File: src/rtl/token_issue_queue_if.sv
// token_issue_queue_if: issue/serve handshake and status bundle for the token issue queue.
interface token_issue_queue_if #(
  parameter int TW = 4,
  parameter int CW = 3
);
  logic          issue_req;
  logic          serve_req;
  logic          issue_ack;
  logic          issue_reject;
  logic [TW-1:0] issue_token;
  logic          serve_valid;
  logic [TW-1:0] serve_token;
  logic [CW-1:0] count;
  logic          full;
  logic          empty;
  modport master (
    output issue_req, serve_req,
    input  issue_ack, issue_reject, issue_token, serve_valid, serve_token, count, full, empty
  );
  modport slave (
    input  issue_req, serve_req,
    output issue_ack, issue_reject, issue_token, serve_valid, serve_token, count, full, empty
  );
endinterface

File: src/rtl/token_issue_queue.sv
// token_issue_queue: issues sequential nonzero token numbers and releases them in FIFO order.
module token_issue_queue #(
  parameter int DEPTH = 7,
  parameter int TW    = 4,
  parameter int CW    = 3
) (
  input logic                 clk,
  input logic                 reset,
  token_issue_queue_if.slave  q
);
  logic [TW-1:0] mem [0:DEPTH-1];
  logic [CW-1:0] wp, rp, count;
  logic [TW-1:0] next_num, issue_token, serve_token;
  logic          issue_ack, issue_reject, serve_valid;
  logic          full, empty, do_serve, do_issue;
  assign full     = count == CW'(DEPTH);
  assign empty    = count == '0;
  assign do_serve = q.serve_req && !empty;
  // a serve in the same edge frees a slot, so a full queue can still accept
  assign do_issue = q.issue_req && (!full || do_serve);
  always_ff @(posedge clk)
    if (do_issue) mem[wp] <= next_num;
  always_ff @(posedge clk or negedge reset)
    if (!reset) begin
      wp           <= '0;
      rp           <= '0;
      count        <= '0;
      next_num     <= TW'(1);
      issue_token  <= '0;
      serve_token  <= '0;
      issue_ack    <= 1'b0;
      issue_reject <= 1'b0;
      serve_valid  <= 1'b0;
    end else begin
      issue_ack    <= do_issue;
      issue_reject <= q.issue_req && !do_issue;
      serve_valid  <= do_serve;
      if (do_issue) begin
        issue_token <= next_num;
        wp          <= (wp == CW'(DEPTH - 1)) ? '0 : wp + 1'b1;
        // token 0 means "no token", so numbering skips it on wrap
        next_num    <= (next_num == '1) ? TW'(1) : next_num + 1'b1;
      end
      if (do_serve) begin
        serve_token <= mem[rp];
        rp          <= (rp == CW'(DEPTH - 1)) ? '0 : rp + 1'b1;
      end
      count <= (do_issue && !do_serve) ? count + 1'b1 :
               (do_serve && !do_issue) ? count - 1'b1 : count;
    end
  assign q.issue_ack    = issue_ack;
  assign q.issue_reject = issue_reject;
  assign q.issue_token  = issue_token;
  assign q.serve_valid  = serve_valid;
  assign q.serve_token  = serve_token;
  assign q.count        = count;
  assign q.full         = full;
  assign q.empty        = empty;
endmodule

File: src/flat_wrapper.sv
// flat-port wrapper written by rule: the top's interface ports become plain ports
module token_issue_queue_flat 
#(
  parameter int DEPTH = 7,
  parameter int TW    = 4,
  parameter int CW    = 3
)
  (clk, reset, q_issue_req, q_serve_req, q_issue_ack, q_issue_reject, q_issue_token, q_serve_valid, q_serve_token, q_count, q_full, q_empty);
  token_issue_queue_if #(.TW(TW), .CW(CW)) q_i ();
  input logic clk;
  input logic reset;
  input wire logic [$bits(q_i.issue_req)-1:0] q_issue_req;
  input wire logic [$bits(q_i.serve_req)-1:0] q_serve_req;
  output wire logic [$bits(q_i.issue_ack)-1:0] q_issue_ack;
  output wire logic [$bits(q_i.issue_reject)-1:0] q_issue_reject;
  output wire logic [$bits(q_i.issue_token)-1:0] q_issue_token;
  output wire logic [$bits(q_i.serve_valid)-1:0] q_serve_valid;
  output wire logic [$bits(q_i.serve_token)-1:0] q_serve_token;
  output wire logic [$bits(q_i.count)-1:0] q_count;
  output wire logic [$bits(q_i.full)-1:0] q_full;
  output wire logic [$bits(q_i.empty)-1:0] q_empty;
  assign q_i.issue_req = q_issue_req;
  assign q_i.serve_req = q_serve_req;
  assign q_issue_ack = q_i.issue_ack;
  assign q_issue_reject = q_i.issue_reject;
  assign q_issue_token = q_i.issue_token;
  assign q_serve_valid = q_i.serve_valid;
  assign q_serve_token = q_i.serve_token;
  assign q_count = q_i.count;
  assign q_full = q_i.full;
  assign q_empty = q_i.empty;
  token_issue_queue #(.DEPTH(DEPTH), .TW(TW), .CW(CW)) u_core (.clk(clk), .reset(reset), .q(q_i));
endmodule
File: config.mk
export PLATFORM = sky130hd
export DESIGN_NAME = token_issue_queue_flat
export DESIGN_NICKNAME = d
export VERILOG_FILES = /design/src/rtl/token_issue_queue_if.sv /design/src/rtl/token_issue_queue.sv /design/src/flat_wrapper.sv
export SDC_FILE = /design/constraint.sdc
export NUM_CORES = 1
export LEC_CHECK = 0
export CAP_MARGIN = 20
export CORE_MARGIN = 4
export CORE_UTILIZATION = 30
export CTS_BUF_LIST = sky130_fd_sc_hd__clkbuf_4
export CTS_CLUSTER_SIZE = 20
export DETAILED_ROUTE_END_ITERATION = 8
export HOLD_SLACK_MARGIN = 0.08
export PLACE_DENSITY = 0.45
export SLEW_MARGIN = 20
export SYNTH_ARGS = -nofsm -noshare
export SYNTH_HDL_FRONTEND = slang
export SYNTH_SLANG_ARGS = --single-unit
File: constraint.sdc
create_clock -name clk -period 2.5 [get_ports clk]
set_clock_uncertainty 0.1 [all_clocks]
set_input_delay 0.25 -clock clk [delete_from_list [all_inputs] [get_ports clk]]
set_output_delay 0.25 -clock clk [all_outputs]
set_load 0.01 [all_outputs]
==> flow_metrics.py <==
# Physical implementation metrics
metrics = {
    "power_and_ir_drop": {
        "p_leak_nw": 0.963,
        "powerSeq_mw": 1.58,
        "ir_drop_uv": 349,
        "powerDensity_nw_per_um2": 1180,
        "comb_power_share_pct": 33.1,
        "power_mw": 3.08,
        "comb_power_mw": 1.02,
    },
    "layout": {
        "fin_cells": 267,
    },
    "clock_tree": {
        "clkSinkCount": 52,
        "cts.clk_slew.worst_paths_ns": 0.15,
    },
    "final_timing": {
        "max-slew-margin-rel_pct": 64.0,
        "drv_slew": 0,
        "fin_tns_setup_ns": 0,
        "finalHoldViolCount": 0,
    },
    "yosys": {
        "synth_flops": 52,
        "syn-instance-count": 143,
        "ff_type": "edfxtp_1",
        "avgSynthCellArea_um2": 15.3,
        "edf_count": 28,
    },
    "placed_design": {
        "dp_slack_ns": 0.0908,
        "dpl.hpwl_um": 2780,
        "dp_cells": 259,
        "gp_congestion": 0.723,
    },
    "critical_path": {
        "startpoint_type": "flip-flop",
        "path_buffers": 1,
        "worstRegToRegCells": 7,
        "endpoint": "u_core.q.count[2]",
        "worstPathMaxFanout": 7,
        "cp_num_cells": 7,
    },
    "die": {
        "rows": 30,
    },
    "drt": {
        "drt_iter0_markers": 24,
        "vias_per_cell": 4.62,
        "route.detailed.drc": 0,
        "ant_nets": 0,
    },
    "run_status": {
        "outcome": "finished, final reports clean",
    },
}
-- Yosys cell counts, types with 2 or more instances --
library cell  instances
dfrtp_1              23
inv_1                 2
xnor2_1               2
mux2_2                9
nand2_1               2
a31oi_1               6
clkbuf_1              3
ha_1                  2
a21oi_1               2
a21o_1                2
o211ai_1              5
nor3_1                3
nand2b_1              9
mux4_2                3
nand3_1               3
nor2_1                9
edfxtp_1             28
xor2_1                2
mux2_4                2
o21ai_0               2
nor2b_1               3
-- layer usage --
metal	share of wire (%)	track usage [%]
met1	45	12.0
met2	49	15.8
met3	4.5	3.06
met4	1.6	3.66
met5	0	0
-- cell families (layout without fill, tap and decap cells) --
| family | after synthesis | count (layout) | synth area share, % |
|---|---|---|---|
| AND-OR/OR-AND | 21 | 21 | 7.14 |
| adder cells (fa/ha/maj) | 3 | 3 | 2.05 |
| buffers and inverters | 10 | 38 | 2.28 |
| XOR/XNOR | 4 | 4 | 1.60 |
| multiplexers | 16 | 16 | 10.8 |
| flip-flops | 52 | 52 | 65.8 |
| AND/OR/NAND/NOR | 37 | 37 | 10.3 |
-- sequential cells by signal, summed over array words and instances, names as in the netlist --
register               cells
u_core.wp                  3
u_core.q.issue_ack         1
u_core.q.issue_token       4
u_core.rp                  3
u_core.q.serve_valid       1
u_core.next_num            4
u_core.mem                28
u_core.q.issue_reject      1
u_core.q.count             3
u_core.q.serve_token       4
-- cell type report --
cell class	count	area [um2]	share of cell area [%]
inverter	4	17.5	0.672
tap	96	120	4.61
clock inverter	3	46.3	1.78
multi-input combinational	81	699	26.8
sequential	52	1440	55.4
timing repair buffer	26	243	9.31
clock buffer	5	37.5	1.44
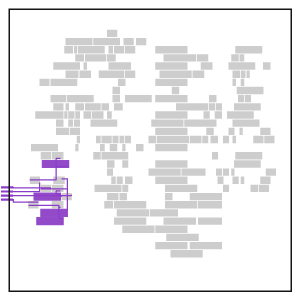
*I/O nets highlighted*
(3 px per um)
purple -> q_issue_token  # bits 4, direction output, edge west, end cells 4, buffers 4, wire 119 um

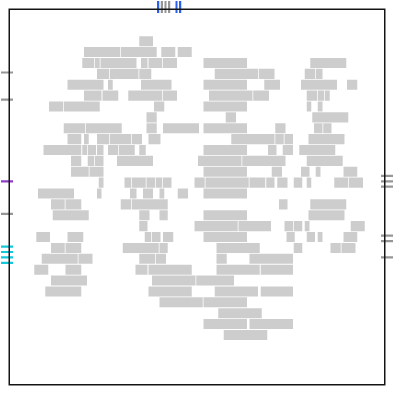
*Ports around the boundary*
(4 px per um) Pins as bars across the die edge, other pins in gray.
cyan -> q_issue_token  # pins 4, direction output, edge west
blue -> q_count  # pins 3, direction output, edge north
purple -> q_issue_req  # pins 1, direction input, edge west
all pins by edge = 8 west, 6 north, 6 east

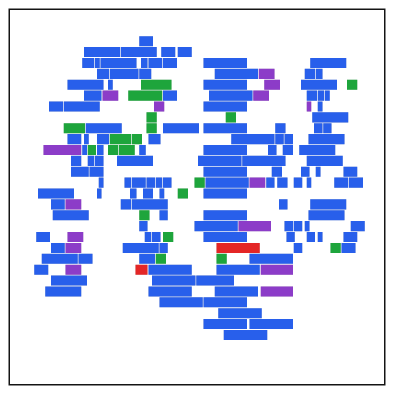
*Sizing map*
(4 px per um)
green -> x3 and x4  # cells 19
blue -> x1 and smaller  # cells 135
purple -> x2  # cells 15
red -> x6 and larger  # cells 2
post-route design area: 2610 um2
Non-clk bufs: 26
Area Growth Syn to Fin: 18.9%

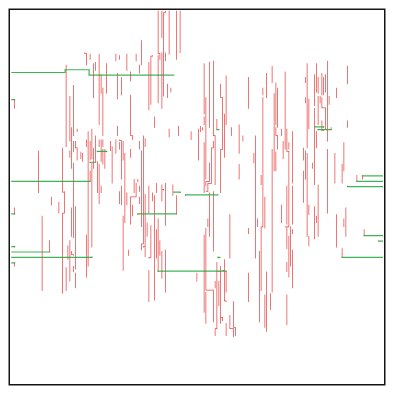
*Routed metal, one color a layer*
(4 px per um) Two of the layers only.
green -> M3  # wire length 176 um
red -> M2  # wire length 1,900 um
DR WL/cell: 14.4 um
routed vias: 1,233
final wirelength: 3860 um

